### The metal 1 layer, run 1

Supply wires on this layer in grey.
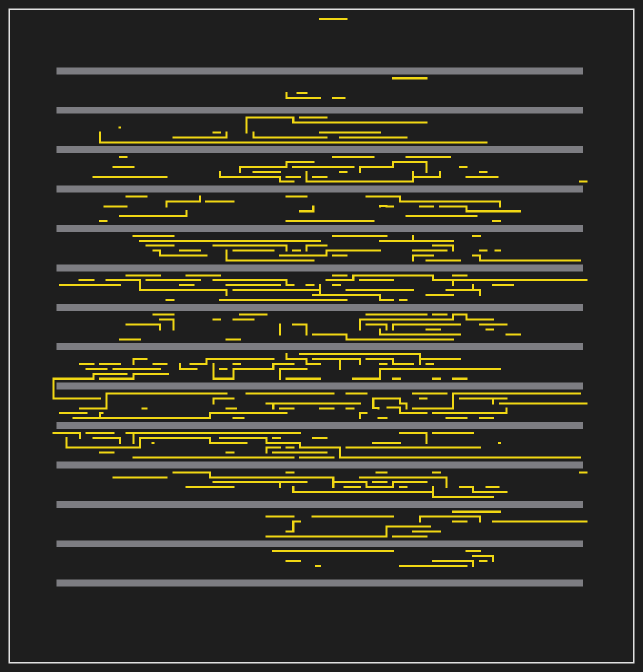
### Cell outlines without signal wires, run 1

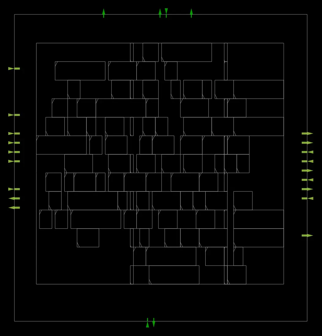
### Routed metal, one colour a layer, run 1

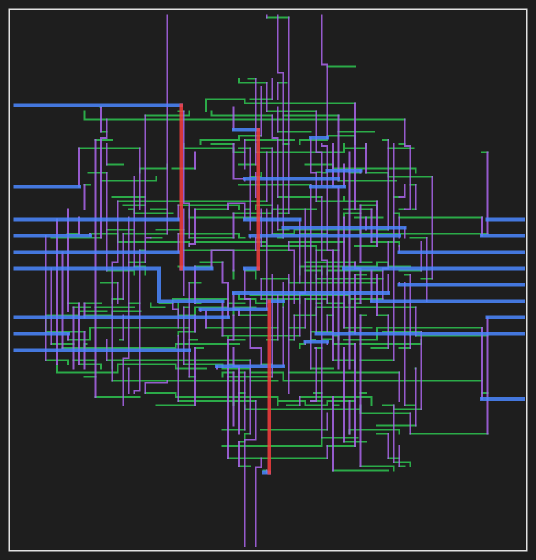
==> src/rtl/xbar_pkg.sv <==
// Shared types and helpers for the stream crossbar arbiter.
// Grant vectors are built at a fixed maximum width and resized by the caller.
package xbar_pkg;

    typedef enum logic [0:0] {
        ARB_IDLE,
        ARB_BUSY
    } arb_state_e;

    localparam int unsigned MAX_SOURCES = 32;

    function automatic logic [MAX_SOURCES-1:0] onehot(input int unsigned index,
                                                      input int unsigned count);
        logic [MAX_SOURCES-1:0] vec;
        vec = '0;
        if (index < count && index < MAX_SOURCES) begin
            vec[index[4:0]] = 1'b1;
        end
        return vec;
    endfunction

    // Wraps at count-1, not at the next power of two.
    function automatic int unsigned wrap_next(input int unsigned index,
                                              input int unsigned count);
        return (index + 32'd1 >= count) ? 32'd0 : index + 32'd1;
    endfunction

endpackage

==> src/rtl/xbar_arbiter_rr.sv <==
// Round-robin packet arbiter for one crossbar output: locks the output to the
// chosen source until that source's last beat is handshaken.
module rr_arbiter
    import xbar_pkg::*;
#(
    parameter int unsigned S_DATA_COUNT = 2
) (
    input  logic                    clk_i,
    input  logic                    rst_i,
    input  logic [S_DATA_COUNT-1:0] req_i,
    input  logic                    hs_last_i,
    output logic [S_DATA_COUNT-1:0] grant_o,
    output logic                    busy_o
);

    localparam int unsigned PTR_W = (S_DATA_COUNT > 1) ? $clog2(S_DATA_COUNT) : 1;

    arb_state_e              state_q, state_d;
    logic [S_DATA_COUNT-1:0] grant_q, grant_d;
    logic [PTR_W-1:0]        ptr_q, ptr_d;

    always_comb begin
        int unsigned cand;
        int unsigned pick;
        int unsigned owner;
        logic        found;

        state_d = state_q;
        grant_d = grant_q;
        ptr_d   = ptr_q;
        cand    = 0;
        pick    = 0;
        owner   = 0;
        found   = 1'b0;

        // Search starts at ptr_q so the most recently served source goes last.
        for (int unsigned k = 0; k < S_DATA_COUNT; k++) begin
            cand = 32'(ptr_q) + k;
            if (cand >= S_DATA_COUNT) begin
                cand = cand - S_DATA_COUNT;
            end
            if (!found && req_i[cand[PTR_W-1:0]]) begin
                found = 1'b1;
                pick  = cand;
            end
        end

        for (int unsigned s = 0; s < S_DATA_COUNT; s++) begin
            if (grant_q[s]) begin
                owner = s;
            end
        end

        unique case (state_q)
            ARB_IDLE: begin
                if (found) begin
                    state_d = ARB_BUSY;
                    grant_d = S_DATA_COUNT'(onehot(pick, S_DATA_COUNT));
                end
            end
            ARB_BUSY: begin
                if (hs_last_i) begin
                    state_d = ARB_IDLE;
                    grant_d = '0;
                    ptr_d   = PTR_W'(wrap_next(owner, S_DATA_COUNT));
                end
            end
            default: begin
                state_d = ARB_IDLE;
                grant_d = '0;
            end
        endcase
    end

    always_ff @(posedge clk_i) begin
        if (rst_i) begin
            state_q <= ARB_IDLE;
            grant_q <= '0;
            ptr_q   <= '0;
        end else begin
            state_q <= state_d;
            grant_q <= grant_d;
            ptr_q   <= ptr_d;
        end
    end

    assign grant_o = grant_q;
    assign busy_o  = (state_q == ARB_BUSY);

endmodule

==> src/rtl/xbar_arbiter.sv <==
// Per-output packet arbitration for the stream crossbar: builds request and
// last-handshake vectors per output and returns per-source ready.
module xbar_arbiter
    import xbar_pkg::*;
#(
    parameter  int unsigned T_DATA_WIDTH = 8,
    parameter  int unsigned S_DATA_COUNT = 2,
    parameter  int unsigned M_DATA_COUNT = 3,
    localparam int unsigned T_DEST_WIDTH = (M_DATA_COUNT > 1) ? $clog2(M_DATA_COUNT) : 1
) (
    input  logic                                       clk_i,
    input  logic                                       rst_i,
    input  logic [S_DATA_COUNT-1:0][T_DEST_WIDTH-1:0] s_dest_i,
    input  logic [S_DATA_COUNT-1:0]                    s_valid_i,
    input  logic [S_DATA_COUNT-1:0]                    s_last_i,
    output logic [S_DATA_COUNT-1:0]                    s_ready_o,
    input  logic [M_DATA_COUNT-1:0]                    m_ready_i,
    output logic [M_DATA_COUNT-1:0][S_DATA_COUNT-1:0] grant_o,
    output logic [M_DATA_COUNT-1:0]                    busy_o
);

    if (T_DATA_WIDTH == 0) begin : g_bad_width
        $error("T_DATA_WIDTH must be nonzero");
    end

    logic [M_DATA_COUNT-1:0][S_DATA_COUNT-1:0] req;
    logic [M_DATA_COUNT-1:0][S_DATA_COUNT-1:0] grant;
    logic [M_DATA_COUNT-1:0]                   hs_last;

    // Out-of-range destinations match no output, so they are never granted.
    always_comb begin
        req     = '0;
        hs_last = '0;
        for (int unsigned m = 0; m < M_DATA_COUNT; m++) begin
            for (int unsigned s = 0; s < S_DATA_COUNT; s++) begin
                req[m][s] = s_valid_i[s] && (s_dest_i[s] == T_DEST_WIDTH'(m));
            end
            hs_last[m] = m_ready_i[m] && (|(grant[m] & s_valid_i & s_last_i));
        end
    end

    always_comb begin
        s_ready_o = '0;
        for (int unsigned s = 0; s < S_DATA_COUNT; s++) begin
            for (int unsigned m = 0; m < M_DATA_COUNT; m++) begin
                if ((s_dest_i[s] == T_DEST_WIDTH'(m)) && m_ready_i[m] && grant[m][s]) begin
                    s_ready_o[s] = 1'b1;
                end
            end
        end
    end

    for (genvar m = 0; m < M_DATA_COUNT; m++) begin : g_out
        rr_arbiter #(
            .S_DATA_COUNT(S_DATA_COUNT)
        ) u_rr (
            .clk_i    (clk_i),
            .rst_i    (rst_i),
            .req_i    (req[m]),
            .hs_last_i(hs_last[m]),
            .grant_o  (grant[m]),
            .busy_o   (busy_o[m])
        );
    end

    assign grant_o = grant;

endmodule
==> config.mk <==
export PLATFORM = sky130hd
export DESIGN_NAME = xbar_arbiter
export DESIGN_NICKNAME = d
export VERILOG_FILES = /design/src/rtl/xbar_pkg.sv /design/src/rtl/xbar_arbiter_rr.sv /design/src/rtl/xbar_arbiter.sv
export SDC_FILE = /design/constraint.sdc
export NUM_CORES = 1
export LEC_CHECK = 0
export ABC_CLOCK_PERIOD_IN_PS = 2500
export CORE_AREA = 3 3 40 42
export CTS_CLUSTER_SIZE = 25
export DETAILED_ROUTE_END_ITERATION = 7
export DIE_AREA = 0 0 43 45
export DONT_BUFFER_PORTS = 1
export PLACE_DENSITY = 0.82
export SLEW_MARGIN = 20
export SYNTH_ARGS = -nofsm -noshare
export SYNTH_HDL_FRONTEND = slang
export SYNTH_SLANG_ARGS = --single-unit
export TNS_END_PERCENT = 5
==> constraint.sdc <==
create_clock -name clk_i -period 2.5 [get_ports clk_i]
set_input_delay 0.375 -clock clk_i [delete_from_list [all_inputs] [get_ports clk_i]]
set_output_delay 0.375 -clock clk_i [all_outputs]
set_load 0.02 [all_outputs]
==> impl_metrics.ini, run 1 <==
; yosys + openroad results
[drt]
vias_per_cell = 7.46
top_layer = met4
first_iter_violations = 34
drc_errors = 0

[global_route]
grt_pass1_vias = 725
busiest_layer = met2
use_met1_pct = 23.6
antenna_found_initial = 0

[synthesis]
synth_area_um2 = 734
top_area_cell = dfxtp_1
synthTopCellsByCount = 12 x dfxtp_1, 8 x nand3_1
synth_cell_types = 26
avgSynthCellArea_um2 = 8.64
ys_area_um2 = 734
synth_top_area_share_pct = 32.7
synth-cells-yosys = 85

[power]
vdd_ir_drop_max_mv = 0.265
powerDensity_nw_per_um2 = 509

[clocking]
clock_path_buffers = 2
postCtsSetupRepairBufs = 0
clkTransAtPathRegs_ns = 0.08
ctsResizeCount = 0

[critical_path]
start_kind = register
endpoint_kind = output port
slowest_delay_ns = 0.57
critical_path.max_fanout = 5
cp_data_arrival_time_ns = 1.61
path_cells = and3b_1 -> a31oi_1 -> o21ai_0

[final_timing]
maxSlewHeadroom_pct = 54.0
period_minus_slack_ns = 1.98

[floorplan]
die_h_um = 45
die_x_um = 43

[final_layout]
area_delta_synth_final_pct = 1.53

[placement]
gp_congestion = 0.790

[status]
status = finished, final reports clean

[flow_run]
maxCapViolCount = 0
-- 'The metal 1 layer' (at the start) --
longest straight run: 26.7 um
share of all routed wire: 40%

-- 'Cell outlines without signal wires' (at the start) --
Layout Utilization: 58.0%
num rows: 13
flop count: 12

-- 'Routed metal, one colour a layer' (at the start) --
legend:
  purple:
    layer: met2
    wire_length: 880 um
  blue:
    layer: met3
    wire_length: 262 um
  green:
    layer: met1
    wire_length: 778 um
  red:
    layer: met4
    wire_length: 39.4 um

## run 1: flip-flops by register name, summed over array words and instances (netlist names)
register,cells
g_out.u_rr.busy_o,3
g_out.u_rr.grant_o,6
g_out.u_rr.ptr_q,3
## run 1: report_power, final
part | total [uW] | switching (uW) | internal, uW
Clock | 120 | 64.4 | 55.7
Sequential | 225 | 24.4 | 200
Combinational | 34.8 | 15.7 | 19.0
Total | 379 | 105 | 275
## run 1: critical path: cells and delay by family (launching register included)
kind | cells | cell delay [ns]
AND/OR/NAND/NOR | 1 | 0.21
AND-OR/OR-AND | 2 | 0.62
flip-flops | 1 | 0.51
## run 1: worst paths after layout
check / start / to / slack, ns / cells past startpoint
worst min-delay path: rst_i / g_out[0].u_rr.busy_o / 0.17 / 1
worst max-delay path: g_out[0].u_rr.grant_o[1] / s_ready_o[1] / 0.52 / 3
worst min register to register: g_out[0].u_rr.ptr_q / g_out[0].u_rr.ptr_q / 0.49 / 2
worst max register to register: g_out[2].u_rr.grant_o[0] / g_out[2].u_rr.ptr_q / 1.20 / 3
## run 1: area by class of cell
type | instances | area, um^2 | area share (%)
flip-flops and latches | 12 | 240 | 32.2
inverters | 2 | 7.51 | 1.01
multi-input cells | 66 | 457 | 61.2
clock buffers | 3 | 22.5 | 3.02
well taps | 15 | 18.8 | 2.52
## run 1: kinds of logic after synthesis
group	after synthesis	share of synthesized area, %
and+or+nand+nor	41	36.8
AOI/OAI and AO/OA	25	25.4
DFF	12	32.7
buffers and inverters	7	5.11
## run 1: per-stage QoR
step                hold slack [ns]  util, %  area, um^2  std cells  setup WS [ns]
detailed placement            0.459     56.3         723         95          0.819
global route                  0.152     58.0         746         98          0.441
finish                        0.168     58.0         746         98          0.519
CTS                           0.169     58.0         746         98          0.525
global placement              0.458     56.3         723         95          0.829
floorplan                     0.459        -         734         85          0.942
### Cells coloured by class, run 1

Bar = 10 um. Fill, decap, tap and diode cells in grey.
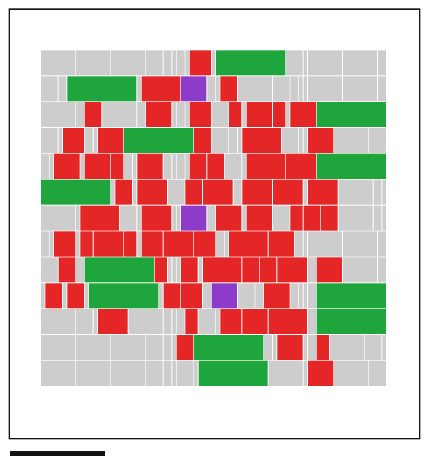

==> run 2: changes to the inputs <==
Settings changed: ABC_CLOCK_PERIOD_IN_PS 2500 to 1800, CORE_AREA 3 3 40 42 to default, CORE_MARGIN from default to 3, CORE_UTILIZATION from default to 53, DIE_AREA 0 0 43 45 to default, PLACE_DENSITY 0.82 to 0.83.
Clock period 2.5 ns to 1.8 ns, I/O delays scaled along.
### Cells coloured by class, run 2

Bar = 10 um. Fill, decap, tap and diode cells in grey.
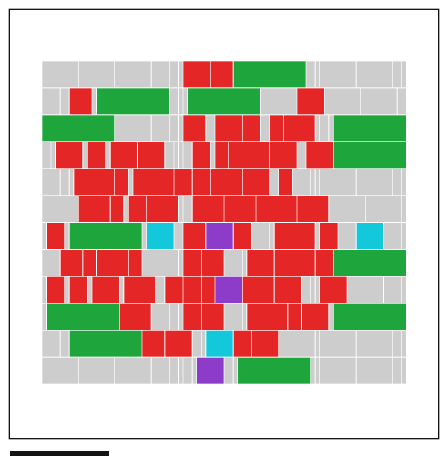
legend:
  cyan:
    class: other buffers and delay cells
    cells: 3
    share_of_their_area: 3.0%
  red:
    class: all other logic
    cells: 68
    share_of_their_area: 62%
  green:
    class: flip-flops
    cells: 12
    share_of_their_area: 32%
  purple:
    class: cells driving clock nets
    cells: 3
    share_of_their_area: 3.0%

### Cell outlines without signal wires, run 2

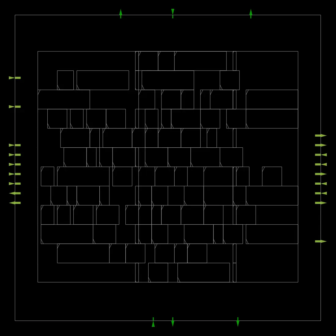
fillcell total: 105
# Taps: 14
num rows: 12
flop share of the area: 31.3%
Layout Utilization: 63.9%

==> run 2 against run 1 <==
Net effect: sequential share of layout area decreased by 0.89 points; first-iteration DRC count decreased by 38%; cell count increased by 2.0%; die size decreased by 3.4%; clock skew decreased by 0.0066 ns; area after synthesis unchanged; combinational power increased by 52%; critical path type unchanged; largest cell class unchanged.
==> impl_metrics.ini, run 2 <==
; yosys + openroad results
[critical_path]
worstSetupStartpoint = g_out[0].u_rr.grant_o[1]
cp_top_family = flip-flops
r2r-start = g_out[1].u_rr.busy_o
slowest_delay_ns = 0.50
critical_path.max_fanout = 5
cp_data_arrival_time_ns = 1.40
reg2reg_depth = 3
start_kind = register
crit_buf_inv = 1
ff2ff_setup_slack_ns = 0.47
path_depth = 4
endpoint_kind = output port
crit_end = s_ready_o[1]
path_cells = and3b_1 -> a31oi_1 -> o21ai_0 -> buf_4
worstReg2RegEnd = g_out[1].u_rr.grant_o[1]

[global_route]
grt_pass1_vias = 624
grt_overflow_total = 0
antenna_found_initial = 0

[final_timing]
fin_crit_sh_pct = 92.8
setup_viol = 0
hold-worst-slack_ns = 0.0741
period_minus_slack_ns = 1.67
maxSlewHeadroom_pct = 73.6
worst_pin_slew_ns = 0.396
skew_ns = 0.000965

[power]
p_leak_uw = 0.000248
powerDensity_nw_per_um2 = 684
vdd_ir_drop_max_mv = 0.388

[drt]
drt-pass1-iter-count = 4
vias_per_cell = 7.29
first_iter_violations = 21
drc_errors = 0
wl_per_cell_um = 17.6

[synthesis]
avgSynthCellArea_um2 = 8.64
synth_area_um2 = 734
ys_seq_share_pct = 32.7
synth-cells-yosys = 85
ys_area_um2 = 734
top_cell = dfxtp_1
synthTopCellsByCount = 12 x dfxtp_1, 8 x nand3_1
synth_cell_types = 26
synth_top_area_share_pct = 32.7
top_area_cell = dfxtp_1

[final_layout]
stdcell_area_um2 = 767
largest_reg_flops = 6
final_cell_mix = 12 x dfxtp_1, 8 x nand3_1
layout_top_cell = dfxtp_1
area_delta_synth_final_pct = 4.43

[clocking]
ctsResizeCount = 0
clock_path_buffers = 2
clkTransAtPathRegs_ns = 0.07
cts_max_level = 1
ctsRootBufferMaster = clkbuf_4
postCtsSetupRepairBufs = 0
tritoncts = done

[placement]
gp_congestion = 0.795
placed_area_um2 = 744

[floorplan]
die_x_um = 43.2
initCoreUtil_pct = 61.1
die_h_um = 43.2
core_area_um2 = 1200

[flow_run]
warnings = 26
maxCapViolCount = 0

[status]
status = finished, final reports clean

[worst_hold_path]
hold_depth = 1
### Wire density map, run 2

The die is cut into 9 by 9 equal tiles; black is low, pale yellow is high, scaled to the fullest tile. Values are wire area over tile area, all layers added.
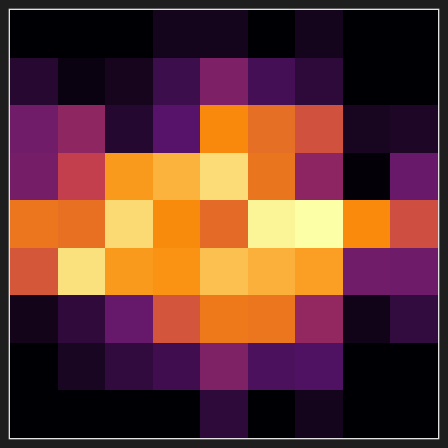
mean over tiles: 0.16
nearly empty tiles: 24%
densest ninth of the die: centre

-- run 2: cell counts after synthesis --
Identical to the previous run, type by type.
-- run 2: stage by stage --
step                      utilization, %  setup slack, ns  std cells  total power, uW
after floorplan                        -            0.347         85              367
after global placement              62.0            0.491         97              366
after detailed placement            62.0            0.471         97              368
after CTS                           63.9            0.182        100              528
after global routing                63.9            0.104        100              551
final                               63.9            0.130        100              525
-- run 2: area by class of cell --
type | instances | area [um^2] | area share [%]
Multi-Input combinational cell | 66 | 457 | 59.5
Sequential cell | 12 | 240 | 31.3
Clock buffer | 3 | 22.5 | 2.94
Timing Repair Buffer | 3 | 22.5 | 2.94
Tap cell | 14 | 17.5 | 2.28
Inverter | 2 | 7.51 | 0.979
-- run 2: how the worst min path moves through the flow --
stage / start / to / slack [ns]
floorplan: rst_i / g_out[0].u_rr.ptr_q / 0.45
global placement: rst_i / g_out[1].u_rr.busy_o / 0.35
detailed placement: rst_i / g_out[2].u_rr.busy_o / 0.36
CTS: rst_i / g_out[2].u_rr.busy_o / 0.07
global route: rst_i / g_out[2].u_rr.busy_o / 0.06
finish: rst_i / g_out[0].u_rr.busy_o / 0.07
-- run 2: cell families after synthesis --
family	Yosys count	share of synthesized area [%]
flip-flops	12	32.7
AND-OR/OR-AND	25	25.4
AND/OR/NAND/NOR	41	36.8
buffers and inverters	7	5.11
-- run 2: report_power, final --
part / internal [uW] / switching (uW)
clock network: 77.3 / 85.2
registers: 278 / 31.4
logic: 29.4 / 23.6
-- run 2: per-layer routing --
metal	wire, um	vias up	track usage, %
met5	0	-	0
met4	14	0	7.83
met3	202	2	8.05
met2	775	38	28.3
met1	770	341	23.5
li1	-	348	-
No activity file was given, so power comes from the tool's default toggle rates.
